<file path="config.mk">
export PLATFORM = sky130hd
export DESIGN_NAME = trap_ctrl
export DESIGN_NICKNAME = d
export VERILOG_FILES = /design/src/rtl/trap_ctrl.sv
export SDC_FILE = /design/constraint.sdc
export NUM_CORES = 1
export LEC_CHECK = 0
export CAP_MARGIN = 10
export CORE_ASPECT_RATIO = 1.25
export CORE_MARGIN = 1
export CORE_UTILIZATION = 30
export DETAILED_ROUTE_END_ITERATION = 10
export MAX_ROUTING_LAYER = met4
export PLACE_DENSITY = 0.61
export SLEW_MARGIN = 5
export SYNTH_ARGS = -nofsm -noshare
export SYNTH_HDL_FRONTEND = slang
export SYNTH_SLANG_ARGS = --single-unit
export TNS_END_PERCENT = 30
</file>
<file path="constraint.sdc">
create_clock -name clk -period 3.65 [get_ports clk]
set_input_delay 0.73 -clock clk [delete_from_list [all_inputs] [get_ports clk]]
set_output_delay 0.73 -clock clk [all_outputs]
set_load 0.02 [all_outputs]
</file>
<file path="src/rtl/trap_ctrl.sv">
// Machine-mode trap sequencer: picks exception/interrupt/MRET at commit, updates
// the M-mode trap CSRs, then runs the flush and redirect handshake with the pipeline.
module trap_ctrl #(
    parameter int              XLEN     = 32,
    parameter logic [XLEN-1:0] RESET_PC = '0
) (
    input  logic            clk,
    input  logic            rst,
    input  logic            commit_valid,
    input  logic [XLEN-1:0] commit_pc,
    input  logic [19:0]     exc_cause,
    input  logic [XLEN-1:0] exc_tval,
    input  logic            mret,
    input  logic [15:0]     mip,
    input  logic [15:0]     mie,
    input  logic [XLEN-1:0] mtvec,
    output logic            flush,
    input  logic            flush_ack,
    output logic            redirect_valid,
    input  logic            redirect_ready,
    output logic [XLEN-1:0] redirect_pc,
    output logic            busy,
    output logic            mstatus_mie,
    output logic            mstatus_mpie,
    output logic [1:0]      mstatus_mpp,
    output logic [XLEN-1:0] mepc_o,
    output logic [XLEN-1:0] mcause_o,
    output logic [XLEN-1:0] mtval_o,
    input  logic            csr_we,
    input  logic [11:0]     csr_addr,
    input  logic [XLEN-1:0] csr_wdata
);

    typedef enum logic [1:0] {
        ST_IDLE     = 2'd0,
        ST_FLUSH    = 2'd1,
        ST_REDIRECT = 2'd2
    } state_t;

    localparam logic [11:0] ADDR_MSTATUS = 12'h300;
    localparam logic [11:0] ADDR_MEPC    = 12'h341;
    localparam logic [11:0] ADDR_MCAUSE  = 12'h342;
    localparam logic [11:0] ADDR_MTVAL   = 12'h343;

    state_t state_reg, state_next;

    logic            mie_reg, mpie_reg;
    logic [1:0]      mpp_reg;
    logic [XLEN-1:0] mepc_reg, mcause_reg, mtval_reg, redirect_pc_reg;

    logic            idle;
    logic            exc_take, irq_take, mret_take, event_take;
    logic [4:0]      exc_code;
    logic [3:0]      irq_code;
    logic            irq_any;
    logic [15:0]     pend;
    logic [XLEN-1:0] tvec_base;
    logic [XLEN-1:0] trap_target;
    logic            unused_bits;

    assign idle = (state_reg == ST_IDLE);
    assign pend = mip & mie;

    // Exception code priority follows the privileged-spec ordering, not bit order.
    always_comb begin
        exc_code = 5'd0;
        if      (exc_cause[3])  exc_code = 5'd3;   // breakpoint
        else if (exc_cause[12]) exc_code = 5'd12;  // instr page fault
        else if (exc_cause[1])  exc_code = 5'd1;   // instr access fault
        else if (exc_cause[2])  exc_code = 5'd2;   // illegal instruction
        else if (exc_cause[0])  exc_code = 5'd0;   // instr misaligned
        else if (exc_cause[8])  exc_code = 5'd8;
        else if (exc_cause[9])  exc_code = 5'd9;
        else if (exc_cause[11]) exc_code = 5'd11;
        else if (exc_cause[4])  exc_code = 5'd4;
        else if (exc_cause[6])  exc_code = 5'd6;
        else if (exc_cause[13]) exc_code = 5'd13;
        else if (exc_cause[15]) exc_code = 5'd15;
        else if (exc_cause[5])  exc_code = 5'd5;
        else if (exc_cause[7])  exc_code = 5'd7;
    end

    always_comb begin
        irq_code = 4'd0;
        if      (pend[11]) irq_code = 4'd11;
        else if (pend[3])  irq_code = 4'd3;
        else if (pend[7])  irq_code = 4'd7;
        else if (pend[9])  irq_code = 4'd9;
        else if (pend[1])  irq_code = 4'd1;
        else if (pend[5])  irq_code = 4'd5;
        else if (pend[13]) irq_code = 4'd13;
    end

    // Only recognised sources can raise a trap, so the cause code is always defined.
    assign irq_any = pend[11] | pend[3] | pend[7] | pend[9] | pend[1] | pend[5] | pend[13];

    assign exc_take   = idle && commit_valid && (exc_cause != 20'd0);
    assign irq_take   = idle && commit_valid && !exc_take && mie_reg && irq_any;
    assign mret_take  = idle && commit_valid && !exc_take && !irq_take && mret;
    assign event_take = exc_take | irq_take | mret_take;

    assign tvec_base = {mtvec[XLEN-1:2], 2'b00};

    always_comb begin
        trap_target = tvec_base;
        if (irq_take && (mtvec[1:0] == 2'b01))
            trap_target = tvec_base + {{(XLEN-6){1'b0}}, irq_code, 2'b00};
    end

    // State register
    always_ff @(posedge clk) begin
        if (rst) state_reg <= ST_IDLE;
        else     state_reg <= state_next;
    end

    // Next-state logic
    always_comb begin
        state_next = state_reg;
        case (state_reg)
            ST_IDLE:     if (event_take) state_next = ST_FLUSH;
            ST_FLUSH:    if (flush_ack) state_next = ST_REDIRECT;
            ST_REDIRECT: if (redirect_ready) state_next = ST_IDLE;
            default:     state_next = ST_IDLE;
        endcase
    end

    // Output logic
    always_comb begin
        flush          = 1'b0;
        redirect_valid = 1'b0;
        busy           = 1'b0;
        case (state_reg)
            ST_FLUSH: begin
                flush = 1'b1;
                busy  = 1'b1;
            end
            ST_REDIRECT: begin
                redirect_valid = 1'b1;
                busy           = 1'b1;
            end
            default: ;
        endcase
    end

    // CSR state and redirect target; a trap or MRET event takes precedence over a software write.
    always_ff @(posedge clk) begin
        if (rst) begin
            mie_reg         <= 1'b0;
            mpie_reg        <= 1'b0;
            mpp_reg         <= 2'b11;
            mepc_reg        <= '0;
            mcause_reg      <= '0;
            mtval_reg       <= '0;
            redirect_pc_reg <= '0;
        end else if (exc_take) begin
            mcause_reg      <= {{(XLEN-5){1'b0}}, exc_code};
            mepc_reg        <= {commit_pc[XLEN-1:2], 2'b00};
            mtval_reg       <= exc_tval;
            mpie_reg        <= mie_reg;
            mie_reg         <= 1'b0;
            mpp_reg         <= 2'b11;
            redirect_pc_reg <= trap_target;
        end else if (irq_take) begin
            mcause_reg      <= {1'b1, {(XLEN-5){1'b0}}, irq_code};
            mepc_reg        <= commit_pc;
            mtval_reg       <= '0;
            mpie_reg        <= mie_reg;
            mie_reg         <= 1'b0;
            mpp_reg         <= 2'b11;
            redirect_pc_reg <= trap_target;
        end else if (mret_take) begin
            mie_reg         <= mpie_reg;
            mpie_reg        <= 1'b1;
            mpp_reg         <= 2'b11;
            redirect_pc_reg <= mepc_reg;
        end else if (idle && csr_we) begin
            case (csr_addr)
                ADDR_MSTATUS: begin
                    mie_reg  <= csr_wdata[3];
                    mpie_reg <= csr_wdata[7];
                    mpp_reg  <= 2'b11;  // M-only hart: every MPP value reads back as M
                end
                ADDR_MEPC:   mepc_reg   <= {csr_wdata[XLEN-1:2], 2'b00};
                ADDR_MCAUSE: mcause_reg <= csr_wdata;
                ADDR_MTVAL:  mtval_reg  <= csr_wdata;
                default: ;
            endcase
        end
    end

    assign redirect_pc  = redirect_pc_reg;
    assign mstatus_mie  = mie_reg;
    assign mstatus_mpie = mpie_reg;
    assign mstatus_mpp  = mpp_reg;
    assign mepc_o       = mepc_reg;
    assign mcause_o     = mcause_reg;
    assign mtval_o      = mtval_reg;

    assign unused_bits = ^{RESET_PC, pend[15:14], pend[12], pend[10], pend[8], pend[6],
                           pend[4], pend[2], pend[0], exc_cause[19:16], exc_cause[14],
                           exc_cause[10]};

endmodule

</file>
### Register map, names as in the netlist, run 1

Other sequential cells in the stronger grey, the rest of the logic in the fainter grey.
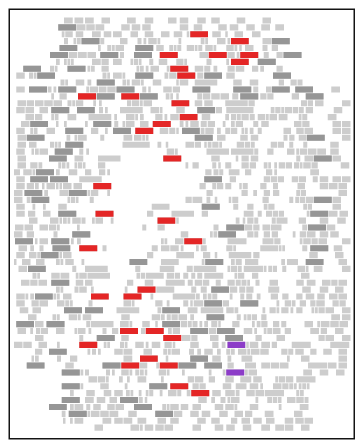
- red: mepc_o (placed flops 32)
- purple: state_reg (placed flops 2)
Register Area: 2643 sq um
sequential share of cell area: 0.2384
Seq. pwr: 1.94 mW
Util after Layout: 0.5109

### Placed standard cells, run 1

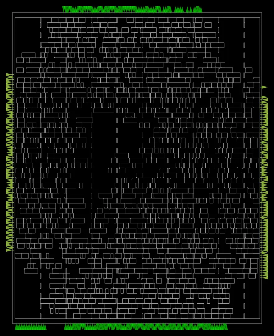
Finished Layout Cells: 1,453
Rows: 60
Fillers: 2,122

### Routed metal per tile, run 1

Scale bar: 50 um. 27 x 34 tiles, from dark purple (low) to yellow (high), scaled to the fullest tile. Values are wire area over tile area, all layers added.
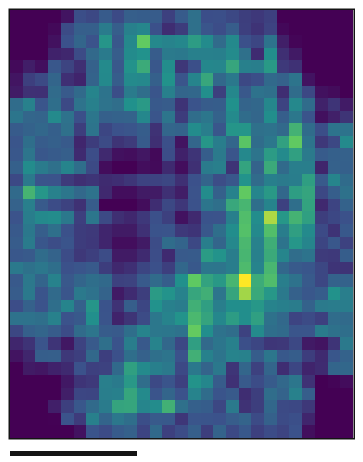
- nearly empty tiles: 8.8%
- tiles over half the peak: 9.6%
- mean over tiles: 0.21
- fullest tile: 0.71
Total GRT Usage: 0.2674
average wire per standard cell: 20.42 um

==> job_summary.md, run 1 <==
## Synthesis and layout report

| Metric | Value |
|---|---|
| Yosys Instances | `827` |
| Multi-input combinational cell area | `3689 sq um` |
| Critical Path Stages | `12` |
| Total grt overflow | `0` |
| Clock Pin Slew Worst Setup and Hold Paths | `0.06 ns` |
| Worst Tran Pin Value | `0.9655 ns` |
| IO buf count | `313` |
| Max-cap check violation count | `0` |
| Die Wd | `135.3 um` |
| Remaining DRCs | `0` |
| CTS Buf Count | `17` |
| Initial antenna violation count | `1` |
| Outcome | `finished, final reports clean` |
| CORE AREA | `21,700 sq um` |
| Final setup vio count | `0` |
| PD cells | `569.2 nW/um^2` |
| Max-area cell share | `0.3963` |
| Chip area in the Yosys report | `6668 sq um` |
| Logic family by area | `AND-OR/OR-AND gates` |
| Max VDD drop | `0.0003409 V` |
| Clock buf count | `17` |
| Final Power | `6.309 mW` |
| Worst R2R Setup Slack | `0.96 ns` |
==> run 1: metal layers <==
metal	vias to the layer above	track usage	wire, um
li1	3756	-	-
met1	3699	0.3377	12990
met2	311	0.4330	14350
met3	50	0.03863	1615
met4	0	0.09233	703
met5	-	-	0
==> run 1: report_power, final <==
| group | internal (mW) | switching [mW] | total (mW) |
|---|---|---|---|
| combinational | 1.16 | 1.46 | 2.62 |
| clock | 1.03 | 0.729 | 1.76 |
| sequential | 1.72 | 0.219 | 1.94 |
| total | 3.90 | 2.41 | 6.31 |
==> run 1: what timing repair did <==
action | in CTS | in global routing
hold buffers | 0 | 0
resized | 0 | 1
endpoints found under the hold margin | 0 | 0
endpoints found under the setup margin | 0 | 5
### Clock wires, drivers and flops, run 1

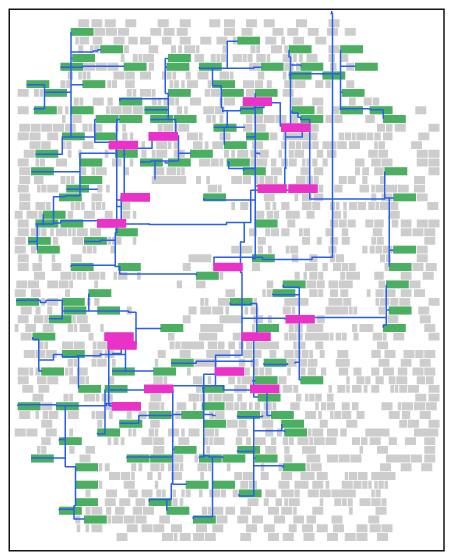

## Run 2: what changed since run 1
- clock period: 3.65 -> 3.55 ns (I/O delays scaled with it)
### Clock wires, drivers and flops, run 2

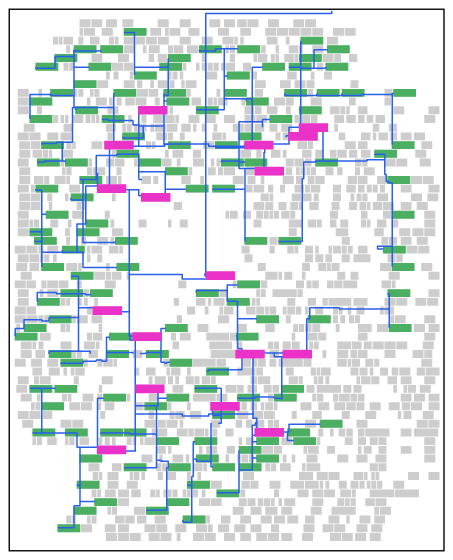
- green: flip-flops (count 132)
- blue: clock wires (length 1,950 um)
- magenta: cells driving clock nets (count 17)
- routed clock nets: 18
- flops lie: all over the die
Clk. pwr: 1.67 mW
Clock Latency Late Sink: 0.42 ns
Final Skew: 0.01238 ns

==> run 2 against run 1 <==
Effect of this change:
- critical path depth decreased by 1
- synthesized cell count did not move
- via count up 2.3%
- sequential power is 3% higher
- total power rose by 0.73%
- clock-buffer cell count did not move
- utilization up 0.16 points
- worst setup slack lost 0.041 ns
- first-iteration DRC count shrank 17%
- non-clock buffer count rose by 12
- critical endpoint unchanged
- highest routed layer unchanged
==> job_summary.md, run 2 <==
## Synthesis and layout report

| Metric | Value |
|---|---|
| Total grt overflow | `0 (unchanged)` |
| Die Wd | `135.3 um (unchanged)` |
| Worst Tran Pin Value | `0.9877 ns (+0.02224 ns)` |
| PD cells | `571.6 nW/um^2 (+0.42%)` |
| Rows | `60 (unchanged)` |
| GRT met3 Usage | `0.04642 (+0.007787)` |
| Grt met2 use | `0.4343 (+0.001338)` |
| Outcome | `finished, final reports clean` |
| IO buf count | `313 (unchanged)` |
| Top sig layer | `met4` |
| Average wire per standard cell | `20.74 um (+1.6%)` |
| CTS Buf Count | `17 (unchanged)` |
| Clk network pwr share | `0.262 (-0.016)` |
| Fillers | `2,115 (-0.33%)` |
| Switching share of power | `0.3928 (+0.01118)` |
| Final setup vio count | `0 (unchanged)` |
| Clock Pin Slew Worst Setup and Hold Paths | `0.07 ns (about the same)` |
| Sequential share of cell area | `0.2377 (-0.0007248)` |
| Hold Buf Count CTS | `0 (unchanged)` |
| Seq. pwr | `1.99 mW (+3%)` |
| Sequential power share | `0.313 (+0.006)` |
| Final Power | `6.355 mW (+0.73%)` |
| Chip area in the Yosys report | `6668 sq um (unchanged)` |
| Met1 usage | `0.3403 (+0.002534)` |
| Combinational Power Share | `0.424 (+0.009)` |
| Max-area cell share | `0.3963 (unchanged)` |
| Total GRT Usage | `0.2722 (+0.004751)` |
| Initial antenna violation count | `2 (+1)` |
| Clock buf count | `17 (unchanged)` |
| Max VDD drop | `0.0003306 V (-3.0%)` |
| Psw | `2.496 mW (+3.7%)` |
| Comb pwr | `2.70 mW (+3%)` |
| Util after Layout | `0.5125 (+0.001557)` |
-- run 2: what timing repair did --
action                                  4_1_cts  5_1_grt
endpoints found under the setup margin        0        8
setup buffers                                 0        1
endpoints found under the hold margin         0        0
gates resized                                 0        3
-- run 2: path summary, 6_finish.rpt --
check	startpoint	endpoint	slack [ns]	cells past startpoint
worst max-delay path	mip[1]	redirect_pc[31]	0.17	11
worst min-delay path	mcause_o[18]	mcause_o[18]	0.45	2
worst max register to register	state_reg[0]	mepc_o[28]	0.75	11
worst min register to register	mcause_o[18]	mcause_o[18]	0.45	2
## Run 3: what changed since run 2
- CORE_MARGIN: 1 -> unset
### Placed standard cells, run 3

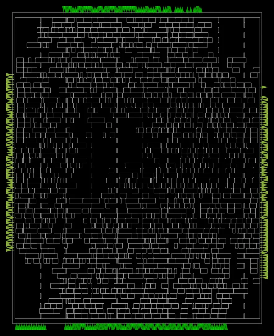
CORE AREA: 21,700 sq um
sequential share of cell area: 0.2377

==> run 3 against run 2 <==
Effect of this change:
- total power stayed put
- non-clock buffer count stayed put
- synthesized area stayed put
- worst setup slack stayed put
- sequential share of layout area stayed put
- utilization stayed put
- die size stayed put
- critical path type unchanged
- highest routed layer unchanged
==> job_summary.md, run 3 <==
## Synthesis and layout report

| Metric | Value |
|---|---|
| PD cells | `571.6 nW/um^2 (unchanged)` |
| Hold Buf Count CTS | `0 (unchanged)` |
| Seq. pwr | `1.99 mW (about the same)` |
| Comb pwr | `2.70 mW (about the same)` |
| Outcome | `finished, final reports clean` |
| Final Skew | `0.01238 ns (unchanged)` |
| Crit path to | `redirect_pc[31]` |
| Sequential power share | `0.313 (about the same)` |
| GRT met3 Usage | `0.04642 (unchanged)` |
| Worst Tran Pin Value | `0.9877 ns (unchanged)` |
| Hold wc startpoint | `mcause_o[18]` |
| Clock Latency Late Sink | `0.42 ns (about the same)` |
| Met1 usage | `0.3403 (unchanged)` |
| Worst hold stages | `2 (unchanged)` |
| Rows | `60 (unchanged)` |
| IO buf count | `313 (unchanged)` |
| Clk network pwr share | `0.262 (about the same)` |
| WHS Endpoint | `mcause_o[18]` |
| Reg2reg path depth | `11 (unchanged)` |
| Combinational Power Share | `0.424 (about the same)` |
| Worst R2R Setup Slack | `0.75 ns (about the same)` |
| Total GRT Usage | `0.2722 (unchanged)` |
| Die Wd | `135.3 um (unchanged)` |
| Post-CTS Setup Bufs | `0 (unchanged)` |
| Util after Layout | `0.5125 (unchanged)` |
| Grt met2 use | `0.4343 (unchanged)` |
| Max VDD drop | `0.0003306 V (unchanged)` |
run 3: cell counts after synthesis:
Identical to the previous run, type by type.
run 3: layout make-up:
type	count	area, sq um
diodes	2	5.005
clock buffers	17	425.4
clock inverters	15	120.1
fillers	2115	10580
inverters	44	165.2
multi-input cells	592	3690
flip-flops and latches	132	2643
well taps	279	349.1
repair buffers	385	3721
run 3: kinds of logic (layout without fill, tap and decap cells):
kind of cell / count (synthesis) / in the layout / synth area share
other cells: 1 / 4 / 0.0005624
fa+ha+maj: 9 / 9 / 0.01802
xor+xnor: 15 / 15 / 0.01970
flops: 132 / 132 / 0.3963
simple gates: 303 / 303 / 0.2250
compound gates: 260 / 260 / 0.2751
buf+inv: 104 / 461 / 0.06080
mux: 3 / 3 / 0.004504
Power is estimated from default activity; no workload was simulated.
